### Signal wires by layer

Scale bar: 20 um. Two of the layers only.
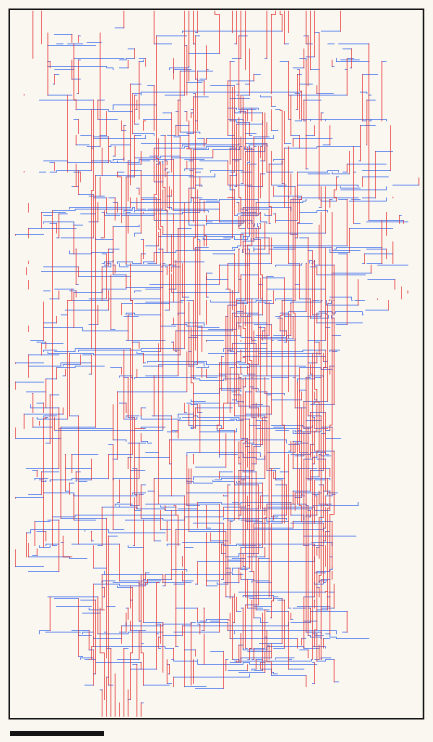
### Cells colored by class

Scale bar: 20 um.
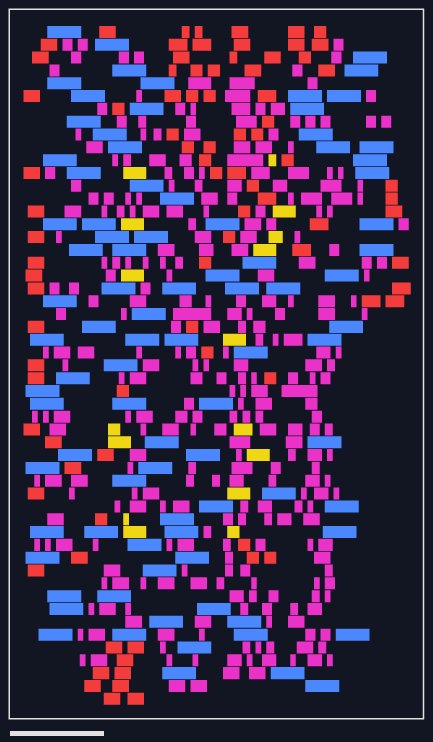
### config.mk
export PLATFORM = sky130hd
export DESIGN_NAME = io_port_responder
export DESIGN_NICKNAME = d
export VERILOG_FILES = /design/src/rtl/io_port_responder.sv
export SDC_FILE = /design/constraint.sdc
export NUM_CORES = 1
export LEC_CHECK = 0
export CELL_PAD_IN_SITES_DETAIL_PLACEMENT = 1
export CELL_PAD_IN_SITES_GLOBAL_PLACEMENT = 2
export CORE_ASPECT_RATIO = 1.75
export CORE_MARGIN = 2
export CORE_UTILIZATION = 31
export CTS_BUF_LIST = sky130_fd_sc_hd__clkbuf_8
export DETAILED_ROUTE_END_ITERATION = 6
export GPL_TIMING_DRIVEN = 1
export PLACE_DENSITY_LB_ADDON = 0.3
export SYNTH_ARGS = -nofsm -noshare
export SYNTH_HDL_FRONTEND = slang
export SYNTH_SLANG_ARGS = --single-unit
### constraint.sdc
create_clock -name clk -period 3.71 [get_ports clk]
set_input_delay 1.113 -clock clk [delete_from_list [all_inputs] [get_ports clk]]
set_output_delay 1.113 -clock clk [all_outputs]
set_load 0.02 [all_outputs]
### src/rtl/io_port_responder.sv
// io_port_responder: CPU I/O port decode with LED/7-seg latches, synchronized inputs, button and timer interrupts.
module io_port_responder #(
    parameter int SYNC_STAGES = 2,
    parameter int TMR_W       = 16
) (
    input  logic       clk,
    input  logic       reset,
    input  logic [7:0] port_id,
    input  logic [7:0] out_port,
    input  logic       io_strb,
    output logic [7:0] in_port,
    input  logic [7:0] switches,
    input  logic [3:0] buttons,
    output logic [7:0] leds,
    output logic [7:0] sseg_val,
    output logic       interrupt
);
    typedef enum logic {IDLE, RUN} tmr_state_t;
    tmr_state_t state, state_next;
    logic [SYNC_STAGES-1:0][7:0] sw_ff;
    logic [SYNC_STAGES-1:0][3:0] btn_ff;
    logic [7:0] sw_sync;
    logic [3:0] btn_sync, btn_prev, btn_rise, btn_pend, btn_pend_next;
    logic [15:0] reload, count16;
    logic [4:0] ctrl, clr;
    logic [TMR_W-1:0] count, count_next;
    logic tmr_pend, tmr_pend_next, tmr_set, wr_ctrl;
    assign sw_sync  = sw_ff[SYNC_STAGES-1];
    assign btn_sync = btn_ff[SYNC_STAGES-1];
    assign count16  = 16'(count);
    always_comb begin
        wr_ctrl       = io_strb && port_id == 8'h92;
        clr           = (io_strb && port_id == 8'h93) ? out_port[4:0] : 5'b0;
        btn_rise      = btn_sync & ~btn_prev;
        state_next    = wr_ctrl ? (out_port[0] ? RUN : IDLE) : state;
        tmr_set       = state == RUN && state_next == RUN && count == '0;
        count_next    = (state == IDLE && state_next == RUN) ? TMR_W'(reload) :
                        (state == RUN && state_next == RUN) ?
                            (count == '0 ? TMR_W'(reload) : count - TMR_W'(1)) : count;
        btn_pend_next = (btn_pend & ~clr[3:0]) | btn_rise;
        tmr_pend_next = (tmr_pend & ~clr[4]) | tmr_set;
        in_port       = port_id == 8'h20 ? sw_sync :
                        port_id == 8'h21 ? {3'b0, tmr_pend, btn_pend} :
                        port_id == 8'h22 ? count16[7:0] :
                        port_id == 8'h23 ? count16[15:8] :
                        port_id == 8'h24 ? {3'b0, ctrl} : 8'h00;
    end
    always_ff @(posedge clk) begin
        if (reset) begin
            sw_ff     <= '0;
            btn_ff    <= '0;
            btn_prev  <= '0;
            state     <= IDLE;
            count     <= '0;
            btn_pend  <= '0;
            tmr_pend  <= 1'b0;
            interrupt <= 1'b0;
            leds      <= '0;
            sseg_val  <= '0;
            reload    <= '0;
            ctrl      <= '0;
        end else begin
            sw_ff     <= {sw_ff[SYNC_STAGES-2:0], switches};
            btn_ff    <= {btn_ff[SYNC_STAGES-2:0], buttons};
            btn_prev  <= btn_sync;
            state     <= state_next;
            count     <= count_next;
            btn_pend  <= btn_pend_next;
            tmr_pend  <= tmr_pend_next;
            // interrupt tracks the registered pend/mask state, so it lags them by one cycle
            interrupt <= |(btn_pend & ctrl[4:1]) | tmr_pend;
            if (io_strb && port_id == 8'h40) leds <= out_port;
            if (io_strb && port_id == 8'h81) sseg_val <= out_port;
            if (io_strb && port_id == 8'h90) reload[7:0] <= out_port;
            if (io_strb && port_id == 8'h91) reload[15:8] <= out_port;
            if (wr_ctrl) ctrl <= out_port[4:0];
        end
    end
endmodule
==> impl_metrics.ini <==
; synthesis and place-and-route metrics
[outcome]
run_status = complete, but fails checks
violations_in_the_final_reports = negative setup slack

[route]
met1_length_um = 4400
ant_nets = 0
highest_layer = met4
routed_wirelength_um = 10900
routed-wl-met2_um = 5970
routed_via_density = 5.20

[placed_design]
routabilityCongestion = 0.814
place_area_sq_mm = 0.00465

[hold_path]
timing.hold.worst.class = reg -> reg

[worst_setup_path]
worstPathBufferInverterCount = 2
crit_path_end = in_port[4]
worst_r2r_dst = count[14]
crit-reg2reg-launch = count[0]
crit_path_max_incr_delay_ns = 0.56
timing.critical_path.to_type = output port
crit_start = port_id[4]
critical_path_class = in -> out

[clock_network]
clock_path_buffers = 2
cts.reportedPaths.clkPinSlew_ns = 0.09

[grt]
grt_met2_usage_pct = 32.0

[cells_and_area]
top_regs = count (16), reload (16)
antennaDiodeCount = 0

[final_timing]
grt_setup_unrepaired = yes
worst-slew-pin-transition_ns = 0.735
max_slew_margin_pct = 50.6
worst_slack_ns = -0.113
final-setup-viol-count = 5

[floorplanning]
design.portCount = 56

[yosys]
yosys.area.top_type_share_pct = 46.5
mappedNetlistNets = 438
most_common_cell = dfxtp_1
yosys.area_share.xor_xnor_pct = 0
dominantRegCellSynth = dfxtp_1
edf_count = 0
aoi_share_pct = 11.0
most_area_consuming_cells_after_synthesis = dfxtp_1 47%, mux2i_1 12%, nor2b_1 6.4%, nor2_1 5.4%, a21oi_1 3.4%
synth-area-yosys_sq_mm = 0.00378

[pwr]
p_per_area_mw_per_mm2 = 347
clock_power_uw = 623
vdd_ir_drop_max_mv = 0.195
About 'Signal wires by layer':
Key: met2 = red [wire length 5,980 um]; met1 = blue [wire length 4,400 um]
vias: 3,224
average routed wire per standard cell: 17.5 um

About 'Cells colored by class':
Key: other buffers and delay cells = red [cells 85]; all other logic = magenta [cells 294]; flip-flops = blue [cells 88]; clock drivers and dummy loads = yellow [cells 16]
number of rows created at floorplan: 53
post-route core utilization: 40.7%
Core ar.: 0.0119 sq mm

==> what timing repair did <==
item	4_1_cts	5_1_grt
pin swaps	7	5
resized	65	15
buffers inserted	1	0
setup endpoints to repair	8	8
==> area by class of cell <==
cell class	instances	area [sq um]
Fill cell	1394	7070
Multi-Input combinational cell	273	1900
Sequential cell	88	1760
Timing Repair Buffer	85	768
Tap cell	137	171
Clock buffer	10	138
Inverter	21	78.8
Clock inverter	6	43.8
==> stage by stage <==
stage	total power, mW	hold slack, ns	setup TNS [ns]	setup WS [ns]
2_1_floorplan	1.02	0.414	-0.0136	-0.0136
3_3_place_gp	1.08	0.416	-6.71	-0.900
3_5_place_dp	1.09	0.428	-7.06	-0.949
4_1_cts	1.71	0.451	-0.541	-0.136
5_1_grt	1.75	0.463	-0.994	-0.201
6_report	1.69	0.445	-0.497	-0.113
Power figures rest on the tool's default switching activity, not on a simulated workload.
